<file path="src/rtl/dma_mc_if.sv">
// Register-write, DRAM and device bus bundle for the multi-channel DMA engine.
// The master modport is the engine's view of the bundle; the slave modport is the register/memory/device side.
interface dma_mc_if #(
  parameter int NCH = 2,
  parameter int AW  = 21
);
  localparam int CHW = (NCH > 1) ? $clog2(NCH) : 1;

  logic           reg_we;
  logic [CHW-1:0] reg_ch;
  logic [3:0]     reg_sel;
  logic [7:0]     reg_data;

  logic           dram_req;
  logic           dram_rnw;
  logic [AW-1:0]  dram_addr;
  logic [15:0]    dram_wrdata;
  logic [15:0]    dram_rddata;
  logic           dram_next;

  logic           dev_req;
  logic           dev_rnw;
  logic [CHW-1:0] dev_ch;
  logic [15:0]    dev_wrdata;
  logic [15:0]    dev_rddata;
  logic           dev_stb;

  logic [NCH-1:0] ch_act;
  logic [NCH-1:0] int_done;

  modport master (
    input  reg_we, reg_ch, reg_sel, reg_data, dram_rddata, dram_next, dev_rddata, dev_stb,
    output dram_req, dram_rnw, dram_addr, dram_wrdata,
    output dev_req, dev_rnw, dev_ch, dev_wrdata, ch_act, int_done
  );

  modport slave (
    output reg_we, reg_ch, reg_sel, reg_data, dram_rddata, dram_next, dev_rddata, dev_stb,
    input  dram_req, dram_rnw, dram_addr, dram_wrdata,
    input  dev_req, dev_rnw, dev_ch, dev_wrdata, ch_act, int_done
  );
endinterface

</file>
<file path="src/rtl/dma_mc.sv">
// Multi-channel DMA: one shared word-at-a-time engine, round-robin per burst, modes dev->RAM, RAM->dev, copy, fill.
// Define DMA_MC_ALIGN_EN to enable aligned addressing selected by ctrl[2] (src) and ctrl[3] (dst).
module dma_mc #(
  parameter int NCH = 2,
  parameter int AW  = 21,
  parameter int LW  = 8
) (
  input  logic      clk,
  input  logic      reset,
  dma_mc_if.master  bus
);
  localparam int CHW = (NCH > 1) ? $clog2(NCH) : 1;

  localparam logic [2:0] IDLE = 3'd0;
  localparam logic [2:0] ARB  = 3'd1;
  localparam logic [2:0] RD   = 3'd2;
  localparam logic [2:0] WR   = 3'd3;
  localparam logic [2:0] STEP = 3'd4;

  logic [AW-1:0]  src_r   [NCH];
  logic [AW-1:0]  dst_r   [NCH];
  logic [AW-1:0]  cur_src [NCH];
  logic [AW-1:0]  cur_dst [NCH];
  logic [LW-1:0]  len_r   [NCH];
  logic [LW-1:0]  num_r   [NCH];
  logic [LW-1:0]  wcnt    [NCH];
  logic [LW-1:0]  bcnt    [NCH];
  logic [15:0]    fill_r  [NCH];
  logic [1:0]     mode_r  [NCH];
  logic [NCH-1:0] al_src, al_dst;

  logic [NCH-1:0] act, done;
  logic [2:0]     state;
  logic [CHW-1:0] gnt, rr_ptr, pick;
  logic           pick_vld;
  logic [15:0]    rdata;

  logic           ctrl_wr, abort, burst_end, last_word, rd_ack, wr_ack;
  logic [1:0]     mode_g;

  function automatic logic [AW-1:0] set_byte(input logic [AW-1:0] old, input logic [1:0] idx,
                                             input logic [7:0] d);
    logic [23:0] t;
    t = 24'(old);
    case (idx)
      2'd0:    t[7:0]   = d;
      2'd1:    t[15:8]  = d;
      default: t[23:16] = d;
    endcase
    return t[AW-1:0];
  endfunction

  // Aligned mode keeps the launch low byte and steps the upper field at each burst end.
  function automatic logic [AW-1:0] next_addr(input logic [AW-1:0] cur, input logic [7:0] base_lo,
                                              input logic align, input logic bend);
    if (align && bend)
      return {cur[AW-1:8] + (AW-8)'(1), base_lo};
    return cur + AW'(1);
  endfunction

  assign ctrl_wr   = bus.reg_we && (bus.reg_sel == 4'd10);
  assign mode_g    = mode_r[gnt];
  assign burst_end = (wcnt[gnt] == '0);
  assign last_word = burst_end && (bcnt[gnt] == '0);
  assign rd_ack    = (mode_g == 2'd0) ? bus.dev_stb : bus.dram_next;
  assign wr_ack    = (mode_g == 2'd1) ? bus.dev_stb : bus.dram_next;

  always_comb begin
    pick     = '0;
    pick_vld = 1'b0;
    for (int i = 0; i < NCH; i++) begin
      if (!pick_vld && act[(int'(rr_ptr) + i) % NCH]) begin
        pick     = CHW'((int'(rr_ptr) + i) % NCH);
        pick_vld = 1'b1;
      end
    end
  end

  // A ctrl write to the channel holding (or about to take) the engine restarts it from IDLE.
  assign abort = ctrl_wr &&
                 ((((state == RD) || (state == WR) || (state == STEP)) && (bus.reg_ch == gnt)) ||
                  ((state == ARB) && pick_vld && (bus.reg_ch == pick)));

  always_ff @(posedge clk or posedge reset) begin
    if (reset) begin
      state  <= IDLE;
      gnt    <= '0;
      rr_ptr <= '0;
      act    <= '0;
      done   <= '0;
    end else begin
      done <= '0;
      for (int c = 0; c < NCH; c++)
        if (ctrl_wr && (bus.reg_ch == CHW'(c))) act[c] <= 1'b1;
      case (state)
        IDLE: if (|act) state <= ARB;
        ARB: begin
          if (!pick_vld) begin
            state <= IDLE;
          end else begin
            gnt    <= pick;
            rr_ptr <= (pick == CHW'(NCH-1)) ? '0 : pick + CHW'(1);
            state  <= (mode_r[pick] == 2'd3) ? WR : RD;
          end
        end
        RD: if (rd_ack) state <= WR;
        WR: if (wr_ack) state <= STEP;
        STEP: begin
          if (last_word) begin
            act[gnt]  <= 1'b0;
            done[gnt] <= 1'b1;
            state     <= IDLE;
          end else if (burst_end) begin
            state <= ARB;
          end else begin
            state <= (mode_g == 2'd3) ? WR : RD;
          end
        end
        default: state <= IDLE;
      endcase
      if (abort) begin
        state             <= IDLE;
        act[bus.reg_ch]   <= 1'b1;
        done[bus.reg_ch]  <= 1'b0;
      end
    end
  end

  always_ff @(posedge clk) begin
    if ((state == RD) && rd_ack)
      rdata <= (mode_g == 2'd0) ? bus.dev_rddata : bus.dram_rddata;
    for (int c = 0; c < NCH; c++) begin
      if (bus.reg_we && (bus.reg_ch == CHW'(c))) begin
        if (bus.reg_sel == 4'd10) begin
          mode_r[c]  <= bus.reg_data[1:0];
          wcnt[c]    <= len_r[c];
          bcnt[c]    <= num_r[c];
          cur_src[c] <= src_r[c];
          cur_dst[c] <= dst_r[c];
`ifdef DMA_MC_ALIGN_EN
          al_src[c]  <= bus.reg_data[2];
          al_dst[c]  <= bus.reg_data[3];
`endif
        end else if (!act[c]) begin
          case (bus.reg_sel)
            4'd0:    src_r[c]        <= set_byte(src_r[c], 2'd0, bus.reg_data);
            4'd1:    src_r[c]        <= set_byte(src_r[c], 2'd1, bus.reg_data);
            4'd2:    src_r[c]        <= set_byte(src_r[c], 2'd2, bus.reg_data);
            4'd3:    dst_r[c]        <= set_byte(dst_r[c], 2'd0, bus.reg_data);
            4'd4:    dst_r[c]        <= set_byte(dst_r[c], 2'd1, bus.reg_data);
            4'd5:    dst_r[c]        <= set_byte(dst_r[c], 2'd2, bus.reg_data);
            4'd6:    len_r[c]        <= bus.reg_data[LW-1:0];
            4'd7:    num_r[c]        <= bus.reg_data[LW-1:0];
            4'd8:    fill_r[c][7:0]  <= bus.reg_data;
            4'd9:    fill_r[c][15:8] <= bus.reg_data;
            default: ;
          endcase
        end
      end else if ((state == STEP) && (gnt == CHW'(c))) begin
        wcnt[c] <= burst_end ? len_r[c] : wcnt[c] - LW'(1);
        if (burst_end) bcnt[c] <= bcnt[c] - LW'(1);
        if ((mode_r[c] == 2'd1) || (mode_r[c] == 2'd2))
          cur_src[c] <= next_addr(cur_src[c], src_r[c][7:0], al_src[c], burst_end);
        if (mode_r[c] != 2'd1)
          cur_dst[c] <= next_addr(cur_dst[c], dst_r[c][7:0], al_dst[c], burst_end);
      end
    end
  end

`ifndef DMA_MC_ALIGN_EN
  assign al_src = '0;
  assign al_dst = '0;
`endif

  // Bus outputs decode from engine state and stay fixed while a word is pending.
  assign bus.dram_req    = ((state == RD) && (mode_g != 2'd0)) || ((state == WR) && (mode_g != 2'd1));
  assign bus.dev_req     = ((state == RD) && (mode_g == 2'd0)) || ((state == WR) && (mode_g == 2'd1));
  assign bus.dram_rnw    = (state != WR);
  assign bus.dev_rnw     = (state != WR);
  assign bus.dram_addr   = (state == RD) ? cur_src[gnt] : cur_dst[gnt];
  assign bus.dram_wrdata = (mode_g == 2'd3) ? fill_r[gnt] : rdata;
  assign bus.dev_wrdata  = rdata;
  assign bus.dev_ch      = gnt;
  assign bus.ch_act      = act;
  assign bus.int_done    = done;
endmodule

</file>
<file path="src/flat_wrapper.sv">
// flat-port wrapper written by rule: the top's interface ports become plain ports
module dma_mc_flat 
#(
  parameter int NCH = 2,
  parameter int AW  = 21,
  parameter int LW  = 8
)
  (clk, reset, bus_reg_we, bus_reg_ch, bus_reg_sel, bus_reg_data, bus_dram_rddata, bus_dram_next, bus_dev_rddata, bus_dev_stb, bus_dram_req, bus_dram_rnw, bus_dram_addr, bus_dram_wrdata, bus_dev_req, bus_dev_rnw, bus_dev_ch, bus_dev_wrdata, bus_ch_act, bus_int_done);
  dma_mc_if #(.NCH(NCH), .AW(AW)) bus_i ();
  input  logic clk;
  input  logic reset;
  input wire logic [$bits(bus_i.reg_we)-1:0] bus_reg_we;
  input wire logic [$bits(bus_i.reg_ch)-1:0] bus_reg_ch;
  input wire logic [$bits(bus_i.reg_sel)-1:0] bus_reg_sel;
  input wire logic [$bits(bus_i.reg_data)-1:0] bus_reg_data;
  input wire logic [$bits(bus_i.dram_rddata)-1:0] bus_dram_rddata;
  input wire logic [$bits(bus_i.dram_next)-1:0] bus_dram_next;
  input wire logic [$bits(bus_i.dev_rddata)-1:0] bus_dev_rddata;
  input wire logic [$bits(bus_i.dev_stb)-1:0] bus_dev_stb;
  output wire logic [$bits(bus_i.dram_req)-1:0] bus_dram_req;
  output wire logic [$bits(bus_i.dram_rnw)-1:0] bus_dram_rnw;
  output wire logic [$bits(bus_i.dram_addr)-1:0] bus_dram_addr;
  output wire logic [$bits(bus_i.dram_wrdata)-1:0] bus_dram_wrdata;
  output wire logic [$bits(bus_i.dev_req)-1:0] bus_dev_req;
  output wire logic [$bits(bus_i.dev_rnw)-1:0] bus_dev_rnw;
  output wire logic [$bits(bus_i.dev_ch)-1:0] bus_dev_ch;
  output wire logic [$bits(bus_i.dev_wrdata)-1:0] bus_dev_wrdata;
  output wire logic [$bits(bus_i.ch_act)-1:0] bus_ch_act;
  output wire logic [$bits(bus_i.int_done)-1:0] bus_int_done;
  assign bus_i.reg_we = bus_reg_we;
  assign bus_i.reg_ch = bus_reg_ch;
  assign bus_i.reg_sel = bus_reg_sel;
  assign bus_i.reg_data = bus_reg_data;
  assign bus_i.dram_rddata = bus_dram_rddata;
  assign bus_i.dram_next = bus_dram_next;
  assign bus_i.dev_rddata = bus_dev_rddata;
  assign bus_i.dev_stb = bus_dev_stb;
  assign bus_dram_req = bus_i.dram_req;
  assign bus_dram_rnw = bus_i.dram_rnw;
  assign bus_dram_addr = bus_i.dram_addr;
  assign bus_dram_wrdata = bus_i.dram_wrdata;
  assign bus_dev_req = bus_i.dev_req;
  assign bus_dev_rnw = bus_i.dev_rnw;
  assign bus_dev_ch = bus_i.dev_ch;
  assign bus_dev_wrdata = bus_i.dev_wrdata;
  assign bus_ch_act = bus_i.ch_act;
  assign bus_int_done = bus_i.int_done;
  dma_mc #(.NCH(NCH), .AW(AW), .LW(LW)) u_core (.clk(clk), .reset(reset), .bus(bus_i));
endmodule
</file>
<file path="config.mk">
export PLATFORM = sky130hd
export DESIGN_NAME = dma_mc_flat
export DESIGN_NICKNAME = d
export VERILOG_FILES = /design/src/rtl/dma_mc_if.sv /design/src/rtl/dma_mc.sv /design/src/flat_wrapper.sv
export SDC_FILE = /design/constraint.sdc
export NUM_CORES = 1
export LEC_CHECK = 0
export ABC_AREA = 1
export CORE_UTILIZATION = 55
export CTS_BUF_LIST = sky130_fd_sc_hd__clkbuf_16
export DETAILED_ROUTE_END_ITERATION = 10
export PLACE_DENSITY = 0.76
export SYNTH_ARGS = -nofsm -noshare
export SYNTH_HDL_FRONTEND = slang
export SYNTH_SLANG_ARGS = --single-unit
</file>
<file path="constraint.sdc">
create_clock -name clk -period 3.21 [get_ports clk]
set_input_delay 0.4815 -clock clk [delete_from_list [all_inputs] [get_ports clk]]
set_output_delay 0.4815 -clock clk [all_outputs]
set_load 0.1 [all_outputs]
</file>
Figure 1. Signal wires on met1.
The bar under the picture is 50 um long. Cells faint in the background.
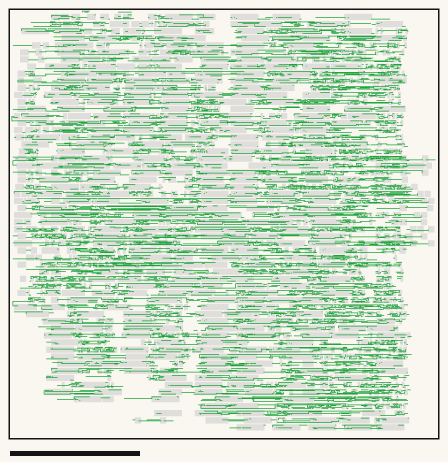
longest straight run = 52.4 um
nets with wire on the layer = 1564
wire length on this layer = 15300 um
drt total wl: 36100 um
via count: 11059
M1 GR Usage: 39.5%

==> deck_impl_summary.md <==
Synthesis and Place & Route Summary

Power and ir drop
  • Post-route total power: 13.1 mW
  • Power per standard cell area: 752 mW/mm2
  • Leakage Power: 6.84 nW

Global route
  • Vias in the first global route: 10481
  • Global-route wire length before repair: 56300 um
  • Pin count of the biggest net entering global routing: 87
  • Antenna violations before repair: 0
  • Total Routing Usage GR: 27.3%

Flow run
  • Max-cap violation count: 0

Floorplanning
  • Top-level port count: 112
  • Number of placement rows: 59
  • Standard cell core area: 0.0260 mm2
  • Die y size: 165 um

Drt
  • Via density per instance: 5.58
  • Post-DR wirelength/cell: 18.2 um
  • Number of remaining DRC errors: 0
  • Remaining number of nets flagged by the antenna check after routing: 0
  • Detailed-routing iteration count for the pre-antenna-repair pass: 6

Clock network
  • Clk_lat worst skew: 0.54 ns
  • Hold buffer count at CTS: 0
  • CTS tree: yes
  • Inserted Clock Buffers: 29
  • Post-cts repair resize count: 0
  • Post-CTS Setup Inserts: 0
  • Number of clock sinks seen by CTS: 293

Logic synthesis
  • Number of standard cells reported by yosys: 1500
  • Yosys warnings: 0
  • Number of synthesized flops with an enable pin: 284
  • Top logic cell family in the synthesized netlist: simple AND/OR/NAND/NOR gates
  • Arithmetic-cell share of the synthesized area counting full adders, half adders and majority gates: 0.861%
  • Most frequent cell after synthesis: sky130_fd_sc_hd__nand2_1
  • Distinct lib cells used: 42
  • Multiplexer area fraction after synthesis: 0.207%
  • Xor/xnor cell area share of the yosys netlist: 3.38%
  • Synthesized area per cell: 9.69 um2
  • Cell types with the highest counts after synthesis: sky130_fd_sc_hd__nand2_1, sky130_fd_sc_hd__edfxtp_1, sky130_fd_sc_hd__nor2_1, sky130_fd_sc_hd__inv_1, sky130_fd_sc_hd__o21ai_0
  • Simple-gate share of the synthesized area: 22.7%
  • Post-synth seq share: 60.3%
  • Async set-or-reset flop fraction in the synthesized netlist: 3.07%
  • Area figure in the yosys stat output: 0.0145 mm2
  • Cell accounting for the most synthesized area: sky130_fd_sc_hd__edfxtp_1

Final timing
  • Setup repair after global routing missed its margin: false
  • Setup-failing EPs final: 0
  • Tightest Pin Transition: 0.970 ns
  • Final period util: 95.6%
  • Worst clock skew: 0.00934 ns
  • Highest attainable clock frequency: 326 MHz
  • Final hold slack: 0.207 ns
  • Hold Vio Cnt, Final: 0
  • Slew margin rel.: 35.1%
  • Final critical path time including I/O delays and setup: 3.07 ns

Critical path
  • Maximum fanout along the worst path: 23
  • Setup crit start kind: flop
  • Worst Path Class, Setup: flop to output pin
  • CP arrival: 2.59 ns

Cells and area
  • # diodes: 0
  • Post-Layout Cell Count: 1983
  • Ratio of cells with drive above 1 in the final layout: 12.9%
  • Final nets: 1686

Outcome
  • Outcome: finished, final reports clean

Min path
  • Classification of the worst-slack hold path: input port to async pin
Figure 2. Metal 2.
The bar under the picture is 50 um long. Cells faint in the background.
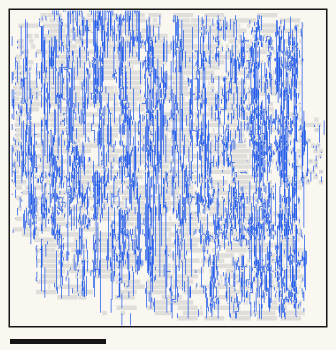
nets with wire on the layer = 1361
main direction = vertical
longest straight run = 67.5 um
share of all routed wire = 46%

[where the power goes]
group,leakage [nW],internal (mW),total [mW],switching (mW)
clock,0.501,2.12,3.51,1.39
combinational,3.66,1.30,5.06,3.76
sequential,2.67,4.37,4.55,0.176
total,6.84,7.79,13.1,5.33
[final timing paths]
check / startpoint / to / slack, ns / cells past startpoint
max: u_core.bus.dev_ch / bus_dram_wrdata[9] / 0.14 / 9
min: reset / u_core.bus.ch_act[1] / 0.21 / 2
max reg2reg: u_core.bus.dev_ch / u_core.bcnt[1][6] / 0.74 / 9
min reg2reg: u_core.dst_r[0][18] / u_core.cur_dst[0][18] / 0.52 / 2
max in group asynchronous: reset / u_core.bus.dev_ch / 2.72 / 2
min in group clk: u_core.dst_r[0][18] / u_core.cur_dst[0][18] / 0.52 / 2
[state kept, by name (all words and copies together), names as in the netlist, 32 cells and up]
signal          flops
u_core.cur_src     42
u_core.src_r       42
u_core.fill_r      32
u_core.cur_dst     42
u_core.dst_r       42
[metrics by stage]
step	worst slack (ns)	instance area (um2)	TNS [ns]	util, %
2_1_floorplan	-0.362	14900	-0.362	-
3_5_place_dp	0.565	16500	0	63.3
5_1_grt	0.0335	17400	0	67.1
3_3_place_gp	0.622	16500	0	63.3
6_report	0.143	17400	0	67.1
4_1_cts	0.139	17400	0	67.1
[cell families after synthesis]
group | Yosys count
xor+xnor | 56
fa+ha+maj | 10
flops | 293
mux | 3
compound gates | 197
simple gates | 770
buf+inv | 171
[layer usage]
metal  share of wire (%)  track usage (%)  up-vias
li1                    -                -     5330
met1                  42             39.5     5104
met2                  46             42.7      551
met3                 9.1             3.87       74
met4                 3.0             8.55        0
met5                   0                0        -
[area by class of cell]
| class | count | area (um2) |
|---|---|---|
| flip-flops and latches | 293 | 8760 |
| multi-input cells | 1036 | 5370 |
| fillers | 1981 | 8540 |
| well taps | 335 | 419 |
| clock buffers | 29 | 726 |
| clock inverters | 24 | 265 |
| inverters | 134 | 508 |
| repair buffers | 132 | 1400 |
[cell usage in the layout (no fill, tap or decap), types with 22 or more instances in the layout]
master and n:
sky130_fd_sc_hd__clkbuf_16 29, sky130_fd_sc_hd__nor2_1 141, sky130_fd_sc_hd__o21ai_1 57, sky130_fd_sc_hd__clkdlybuf4s50_1 53, sky130_fd_sc_hd__edfxtp_1 284, sky130_fd_sc_hd__buf_4 57, sky130_fd_sc_hd__nand3_1 65, sky130_fd_sc_hd__nand2_1 484
sky130_fd_sc_hd__buf_12 22, sky130_fd_sc_hd__inv_1 122, sky130_fd_sc_hd__xor2_1 38, sky130_fd_sc_hd__o21ai_0 44, sky130_fd_sc_hd__nor3_1 26
[worst max-delay path, cell delays in order, from the launching register on]
cell and delay, ns:
sky130_fd_sc_hd__dfrtp_4 0.61, sky130_fd_sc_hd__inv_4 0.14, sky130_fd_sc_hd__nand2_1 0.07, sky130_fd_sc_hd__nand2_2 0.10
sky130_fd_sc_hd__nand3_1 0.12, sky130_fd_sc_hd__inv_2 0.25, sky130_fd_sc_hd__buf_4 0.27, sky130_fd_sc_hd__nor2_1 0.09
sky130_fd_sc_hd__a31oi_4 0.18, sky130_fd_sc_hd__buf_12 0.20
Power is estimated from default activity; no workload was simulated.
